`src/rtl/vend_pkg.sv`:
```
`default_nettype none
// ============================================================================
// Module : vend_pkg
// Brief  : Shared state encoding, coin indices/values for the vending control.
// Rev    : 1.0  initial release
// ============================================================================
package vend_pkg;

    typedef enum logic [2:0] {
        ST_IDLE   = 3'd0,
        ST_MANAGE = 3'd1,
        ST_CREDIT = 3'd2,
        ST_QTY    = 3'd3,
        ST_READY  = 3'd4,
        ST_MAKING = 3'd5,
        ST_SERVE  = 3'd6,
        ST_REFUND = 3'd7
    } vend_state_t;

    localparam int COIN50   = 0;
    localparam int COIN100  = 1;
    localparam int COIN500  = 2;
    localparam int COIN1000 = 3;

    // Values are in units of 50 won.
    localparam int unsigned VAL50   = 1;
    localparam int unsigned VAL100  = 2;
    localparam int unsigned VAL500  = 10;
    localparam int unsigned VAL1000 = 20;

    function automatic int unsigned coin_value(input int idx);
        case (idx)
            COIN50:   return VAL50;
            COIN100:  return VAL100;
            COIN500:  return VAL500;
            COIN1000: return VAL1000;
            default:  return 0;
        endcase
    endfunction

endpackage
`default_nettype wire

```
`src/rtl/vend_change_disp.sv`:
```
`default_nettype none
// ============================================================================
// Module : vend_change_disp
// Brief  : Greedy change selector: largest coin not exceeding the credit.
// Rev    : 1.0  initial release
// ============================================================================
module vend_change_disp
    import vend_pkg::*;
#(
    parameter int SUM_W = 7
) (
    input  logic [SUM_W-1:0] sum,
    input  logic             enable,
    output logic [3:0]       ret_coin,
    output logic [SUM_W-1:0] dec
);

    always_comb begin
        ret_coin = '0;
        dec      = '0;
        if (enable) begin
            if (sum >= SUM_W'(VAL1000)) begin
                ret_coin[COIN1000] = 1'b1;
                dec                = SUM_W'(VAL1000);
            end else if (sum >= SUM_W'(VAL500)) begin
                ret_coin[COIN500] = 1'b1;
                dec               = SUM_W'(VAL500);
            end else if (sum >= SUM_W'(VAL100)) begin
                ret_coin[COIN100] = 1'b1;
                dec               = SUM_W'(VAL100);
            end else if (sum != '0) begin
                ret_coin[COIN50] = 1'b1;
                dec              = SUM_W'(VAL50);
            end
        end
    end

endmodule
`default_nettype wire

```
`src/rtl/vend_ctrl_multi.sv`:
```
`default_nettype none
// ============================================================================
// Module : vend_ctrl_multi
// Brief  : Multi-drink, multi-cup coffee vending controller with greedy change.
// Rev    : 1.0  initial release
// ============================================================================
module vend_ctrl_multi
    import vend_pkg::*;
#(
    parameter int N_DRINK = 2,
    parameter int PRICE_W = 7,
    parameter int SUM_W   = 7,
    parameter int MAX_CUP = 5
) (
    input  logic                       CLK,
    input  logic                       RST,
    input  logic                       Manage,
    input  logic                       Confirm,
    input  logic [N_DRINK*PRICE_W-1:0] Price_in,
    input  logic [3:0]                 Coin,
    input  logic [N_DRINK-1:0]         Sel,
    input  logic [MAX_CUP-1:0]         Cup,
    input  logic                       Start,
    input  logic                       Done,
    input  logic                       TakeOut,
    input  logic                       Return,
    output logic [3:0]                 Ret_coin,
    output logic                       Reject,
    output logic                       Making,
    output logic                       Coffee,
    output logic [SUM_W-1:0]           Sum,
    output logic [2:0]                 State
);

    localparam int CUP_W   = $clog2(MAX_CUP + 1);
    localparam int COST_W  = PRICE_W + CUP_W;
    localparam int CMP_W   = ((COST_W > SUM_W) ? COST_W : SUM_W) + 1;
    localparam int DRV_W   = (N_DRINK > 1) ? $clog2(N_DRINK) : 1;
    localparam int SUM_MAX = (1 << SUM_W) - 1;

    vend_state_t        r_state, w_state_n;
    logic [SUM_W-1:0]   r_sum, w_sum_n;
    logic [PRICE_W-1:0] r_price [N_DRINK];
    logic [DRV_W-1:0]   r_drink, w_drink_n;
    logic [COST_W-1:0]  r_cost, w_cost_n;
    logic [CUP_W-1:0]   r_qty, w_qty_n, r_cnt, w_cnt_n;
    logic               r_reject, w_reject_n, w_load_price;

    logic [5:0]         r_prev_ctl;
    logic [3:0]         r_prev_coin;
    logic [N_DRINK-1:0] r_prev_sel;
    logic [MAX_CUP-1:0] r_prev_cup;

    logic [5:0] w_ctl, w_ctl_e;
    logic       w_manage_e, w_confirm_e, w_start_e, w_done_e, w_take_e, w_return_e;
    logic [3:0] w_coin_e;
    logic       w_sel_e, w_cup_e;

    assign w_ctl      = {Manage, Confirm, Start, Done, TakeOut, Return};
    assign w_ctl_e    = w_ctl & ~r_prev_ctl;
    assign w_manage_e  = w_ctl_e[5];
    assign w_confirm_e = w_ctl_e[4];
    assign w_start_e   = w_ctl_e[3];
    assign w_done_e    = w_ctl_e[2];
    assign w_take_e    = w_ctl_e[1];
    assign w_return_e  = w_ctl_e[0];
    assign w_coin_e    = Coin & ~r_prev_coin;
    assign w_sel_e     = |(Sel & ~r_prev_sel);
    assign w_cup_e     = |(Cup & ~r_prev_cup);

    // Drink selection: only an available, affordable single drink is latched.
    logic [DRV_W-1:0] w_sel_idx;
    logic             w_sel_ok;
    always_comb begin
        w_sel_idx = '0;
        w_sel_ok  = 1'b0;
        if ($onehot(Sel)) begin
            for (int i = 0; i < N_DRINK; i++) begin
                if (Sel[i]) begin
                    w_sel_idx = DRV_W'(i);
                    w_sel_ok  = (r_price[i] != '0) &&
                                (CMP_W'(r_sum) >= CMP_W'(r_price[i]));
                end
            end
        end
    end

    logic [COST_W-1:0] w_cup_cost;
    logic [CUP_W-1:0]  w_cup_qty;
    logic              w_cup_ok;
    always_comb begin
        w_cup_cost = '0;
        w_cup_qty  = '0;
        for (int k = 0; k < MAX_CUP; k++) begin
            if (Cup[k]) begin
                w_cup_qty  = CUP_W'(k + 1);
                w_cup_cost = COST_W'(r_price[r_drink]) * COST_W'(k + 1);
            end
        end
        w_cup_ok = $onehot(Cup) && (CMP_W'(w_cup_cost) <= CMP_W'(r_sum));
    end

    logic [SUM_W-1:0] w_coin_val;
    logic             w_coin_any, w_coin_take, w_accept_state, w_hi_evt;
    always_comb begin
        w_coin_val = '0;
        for (int i = 0; i < 4; i++) begin
            if (w_coin_e[i]) w_coin_val = SUM_W'(coin_value(i));
        end
    end

    // A coin loses to any higher-priority event landing in the same cycle.
    assign w_coin_any     = |w_coin_e;
    assign w_accept_state = (r_state == ST_IDLE) || (r_state == ST_CREDIT) ||
                            (r_state == ST_QTY)  || (r_state == ST_READY);
    assign w_hi_evt       = w_return_e | w_start_e | w_cup_e | w_sel_e | w_manage_e;
    assign w_coin_take    = w_coin_any && $onehot(w_coin_e) && w_accept_state &&
                            !w_hi_evt &&
                            ((CMP_W'(r_sum) + CMP_W'(w_coin_val)) <= CMP_W'(SUM_MAX));

    logic [SUM_W-1:0] w_dec;
    logic [CUP_W-1:0] w_cnt_inc;
    assign w_cnt_inc = r_cnt + CUP_W'(1);

    vend_change_disp #(.SUM_W(SUM_W)) u_change (
        .sum      (r_sum),
        .enable   (r_state == ST_REFUND),
        .ret_coin (Ret_coin),
        .dec      (w_dec)
    );

    always_comb begin
        w_state_n    = r_state;
        w_sum_n      = r_sum;
        w_drink_n    = r_drink;
        w_cost_n     = r_cost;
        w_qty_n      = r_qty;
        w_cnt_n      = r_cnt;
        w_load_price = 1'b0;
        w_reject_n   = w_coin_any & ~w_coin_take;
        if (w_coin_take) w_sum_n = r_sum + w_coin_val;

        case (r_state)
            ST_IDLE: begin
                if (w_manage_e)       w_state_n = ST_MANAGE;
                else if (w_coin_take) w_state_n = ST_CREDIT;
            end
            ST_MANAGE: begin
                if (w_confirm_e) begin
                    w_load_price = 1'b1;
                    w_state_n    = ST_IDLE;
                end
            end
            ST_CREDIT, ST_QTY, ST_READY: begin
                if (w_return_e) begin
                    w_state_n = (r_sum != '0) ? ST_REFUND : ST_IDLE;
                end else if (w_start_e && (r_state == ST_READY)) begin
                    w_sum_n   = r_sum - SUM_W'(r_cost);
                    w_cnt_n   = '0;
                    w_state_n = ST_MAKING;
                end else if (w_cup_e && (r_state == ST_QTY) && w_cup_ok) begin
                    w_cost_n  = w_cup_cost;
                    w_qty_n   = w_cup_qty;
                    w_state_n = ST_READY;
                end else if (w_sel_e && w_sel_ok) begin
                    w_drink_n = w_sel_idx;
                    w_state_n = ST_QTY;
                end
            end
            ST_MAKING: begin
                if (w_done_e) begin
                    w_cnt_n = w_cnt_inc;
                    if (w_cnt_inc == r_qty) w_state_n = ST_SERVE;
                end
            end
            ST_SERVE: begin
                if (w_take_e) w_state_n = (r_sum != '0) ? ST_CREDIT : ST_IDLE;
            end
            ST_REFUND: begin
                w_sum_n = r_sum - w_dec;
                if (w_sum_n == '0) w_state_n = ST_IDLE;
            end
            default: w_state_n = ST_IDLE;
        endcase
    end

    always_ff @(posedge CLK) begin
        if (RST) begin
            r_state     <= ST_IDLE;
            r_sum       <= '0;
            r_drink     <= '0;
            r_cost      <= '0;
            r_qty       <= '0;
            r_cnt       <= '0;
            r_reject    <= 1'b0;
            r_prev_ctl  <= '0;
            r_prev_coin <= '0;
            r_prev_sel  <= '0;
            r_prev_cup  <= '0;
        end else begin
            r_state     <= w_state_n;
            r_sum       <= w_sum_n;
            r_drink     <= w_drink_n;
            r_cost      <= w_cost_n;
            r_qty       <= w_qty_n;
            r_cnt       <= w_cnt_n;
            r_reject    <= w_reject_n;
            r_prev_ctl  <= w_ctl;
            r_prev_coin <= Coin;
            r_prev_sel  <= Sel;
            r_prev_cup  <= Cup;
        end
    end

    always_ff @(posedge CLK) begin
        for (int i = 0; i < N_DRINK; i++) begin
            if (RST)               r_price[i] <= '0;
            else if (w_load_price) r_price[i] <= Price_in[i*PRICE_W +: PRICE_W];
        end
    end

    assign Sum    = r_sum;
    assign State  = r_state;
    assign Reject = r_reject;
    assign Making = (r_state == ST_MAKING);
    assign Coffee = (r_state == ST_SERVE);

endmodule
`default_nettype wire

```
`config.mk`:
```
export PLATFORM = sky130hd
export DESIGN_NAME = vend_ctrl_multi
export DESIGN_NICKNAME = d
export VERILOG_FILES = /design/src/rtl/vend_pkg.sv /design/src/rtl/vend_change_disp.sv /design/src/rtl/vend_ctrl_multi.sv
export SDC_FILE = /design/constraint.sdc
export NUM_CORES = 1
export LEC_CHECK = 0
export CAP_MARGIN = 15
export CELL_PAD_IN_SITES_DETAIL_PLACEMENT = 0
export CELL_PAD_IN_SITES_GLOBAL_PLACEMENT = 1
export CORE_ASPECT_RATIO = 1.1
export CORE_MARGIN = 5
export CORE_UTILIZATION = 44
export DETAILED_ROUTE_END_ITERATION = 6
export PLACE_DENSITY = 0.82
export SETUP_SLACK_MARGIN = 0.15
export SYNTH_ARGS = -nofsm -noshare
export SYNTH_HDL_FRONTEND = slang
export SYNTH_SLANG_ARGS = --single-unit
```
`constraint.sdc`:
```
create_clock -name CLK -period 4.7 [get_ports CLK]
set_input_delay 1.41 -clock CLK [delete_from_list [all_inputs] [get_ports CLK]]
set_output_delay 1.41 -clock CLK [all_outputs]
set_load 0.01 [all_outputs]
```
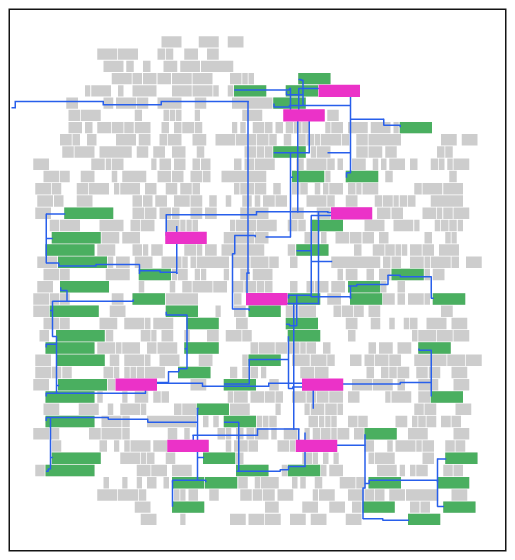
*Clock wires, drivers and flops*
clock wires: shown in blue, length 994 um. clock drivers: shown in magenta, count 9. flip-flops: shown in green, count 57.
There are 10 routed clock nets.

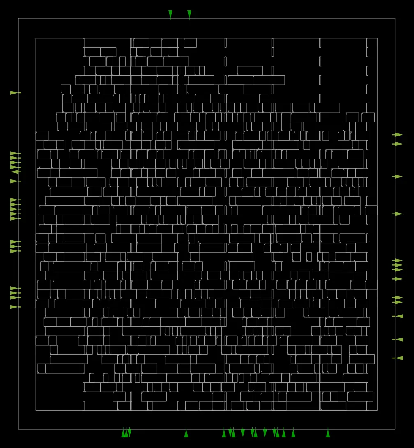
*Placed standard cells*
fill cell count: 1021
sequential cell count of the final layout: 57
Core Box Area: 10900 um2
Seq area share: 20.7%

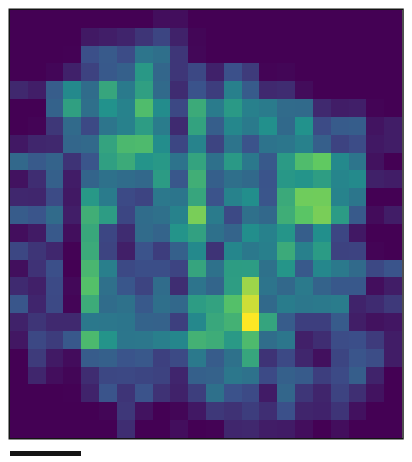
*Wiring heat map*
Bar = 20 um. The die is cut into 22 by 24 equal tiles; dark purple is low, yellow is high, scaled to the fullest tile. Values are wire area over tile area, all layers added.
13% of the tiles are over half the peak. 22% of the tiles are nearly empty. The mean over all tiles is 0.16.

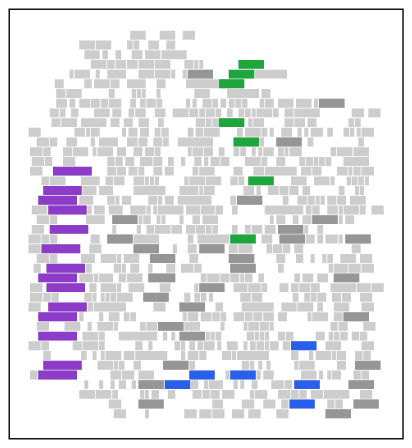
*Sequential cells grouped by signal name*
Other sequential cells in the stronger gray, the rest of the logic in the fainter gray.
r_prev_ctl: shown in blue, sequential cells 6. r_price: shown in purple, sequential cells 14. r_cost: shown in green, sequential cells 7.

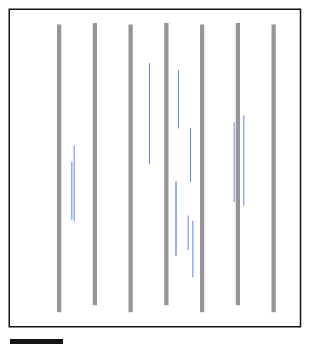
*Signal wires on met4*
Bar = 20 um. Supply wires on this layer in gray.
The layer holds 1.9% of the routed length. 8 nets have wire on it. The layer carries 256 um of wire. The longest straight run is 38.1 um. The wires run mostly vertical.

-- flip-flops by register name, summed over array words and instances, names as in the netlist, named ones only --
signal	cells
Reject	1
State	3
Sum	7
r_cnt	3
r_cost	7
r_drink	1
r_prev_coin	4
r_prev_ctl	6
r_prev_cup	5
r_prev_sel	2
r_price	14
r_qty	3
-- power breakdown --
part	leakage [nW]	switching, mW	internal [mW]
sequential	0.498	0.0441	0.538
combinational	2.03	0.266	0.245
clock	0.159	0.263	0.470
total	2.69	0.573	1.25
-- kinds of logic after synthesis --
logic type      after synthesis
simple gates                184
compound gates              152
buf+inv                      75
fa+ha+maj                    70
flops                        57
xor+xnor                     18
mux                          16
-- metrics by stage --
stage / TNS, ps / cell area (um2) / setup WS, ps / power, mW
6_report: 0 / 6190 / 308 / 1.83
5_1_grt: 0 / 6190 / 166 / 1.92
4_1_cts: 0 / 6080 / 180 / 1.80
3_5_place_dp: -2940 / 5740 / -273 / 1.07
3_3_place_gp: -1980 / 5740 / -216 / 1.06
2_1_floorplan: 0 / 4840 / 428 / 0.884
-- what timing repair did --
action	in CTS	in global routing
pin swaps	0	9
endpoints found under the setup margin	6	14
hold buffers	0	0
gates resized	3	19
gates cloned	0	1
setup buffers	0	2
-- layout make-up --
class	count	area (um2)
clock buffers	9	225
flip-flops and latches	57	1280
repair buffers	96	858
fillers	1021	4670
inverters	53	199
clock inverters	7	98.8
multi-input cells	441	3340
well taps	147	184
-- per-layer routing --
layer / GRT usage (%) / vias to the layer above / wire length [um]
met1: 25.4 / 2157 / 5760
met5: 0 / - / 0
met2: 37.5 / 116 / 6870
met3: 4.20 / 21 / 607
met4: 6.55 / 0 / 256
li1: - / 2247 / -
-- how the worst max path moves through the flow --
stage | cells past startpoint | to | from | slack, ps
global placement | 15 | r_cost[0] | Cup[0] | -220
floorplan | 15 | r_qty[0] | Cup[1] | 430
global route | 13 | State[0] | Coin[3] | 170
CTS | 16 | r_drink | flip-flop | 180
finish | 12 | r_qty[2] | Cup[3] | 310
detailed placement | 15 | r_qty[2] | Cup[0] | -270
-- placed cells by master, fill, tap and decap left out, types with 4 or more instances in the layout --
cell type and count:
mux2_2 9, mux2i_1 5, inv_1 52, a22oi_1 4, nand3_1 17, nand2b_1 10
inv_6 4, o211ai_1 5, dfxtp_1 42, nor2b_1 21, xnor2_1 10, clkbuf_16 9
buf_4 45, nor2_1 43, o22ai_1 6, nor4_1 7, clkdlybuf4s50_1 46, o31ai_1 4
fa_1 8, o21ai_0 30, edfxtp_1 14, nand2_1 29, and2_1 15, xor2_1 8
ha_1 61, a21o_1 13, a31oi_1 4, a21oi_1 38, o21a_1 5, nor3_1 12
a211oi_1 5, a211o_1 4, and3_1 6
-- worst max-delay path, cell delays in order --
cell	delay, ps
clkdlybuf4s50_1	500
fa_1	520
inv_1	50
fa_1	350
inv_1	60
ha_1	230
nor4b_2	220
o41a_1	230
o311ai_4	140
or3_4	430
or3_1	370
a21oi_1	140
==> notes.md <==
From the run reports.

- The flow ran to the end, and the final reports show no timing, DRC or antenna violations.
- In the hold report, the worst path ends at r_cnt[1].
- The TritonCTS clock tree is built.
- The number of optimization iterations in the first detailed-route pass reads 4.
- The startpoint of the lowest-slack hold path is r_cnt[1].
- The per-cell via count in the routed design reads 5.61.
- The cell-mix breakdown from Yosys lists the simple-gate area share as 20.4%.
- The overall die size recorded for this design is 13200 um2.
- Counting I/O delays and the setup requirement, the final critical path takes 4390 ps.
- The top-area cell type share of the netlist area is 17.8%.
- The share of the core area taken by cells at floorplan is 44.5%.
- The largest area contributor in the synthesized netlist reads dfxtp_1.
- The script computed a power per unit cell area of 295 nW/um2.
- The number of global-route vias before repair was 4500.
- The post-synthesis async set-or-reset flop share reads 0%.
- The arrival time of the worst setup path is 4660 ps.
- The cell count after placement is 791.
- After its last routability iteration, the placer logged a weighted congestion of 0.924.
- According to the timing report, the data required time at the worst endpoint equals 4970 ps.
- The compound-cell area share of the yosys netlist reads 20.4%.
- The biggest fanout along the worst timing path reads 4.
- The total leakage power reads 2.69 nW.
No activity file was given, so power comes from the tool's default toggle rates.
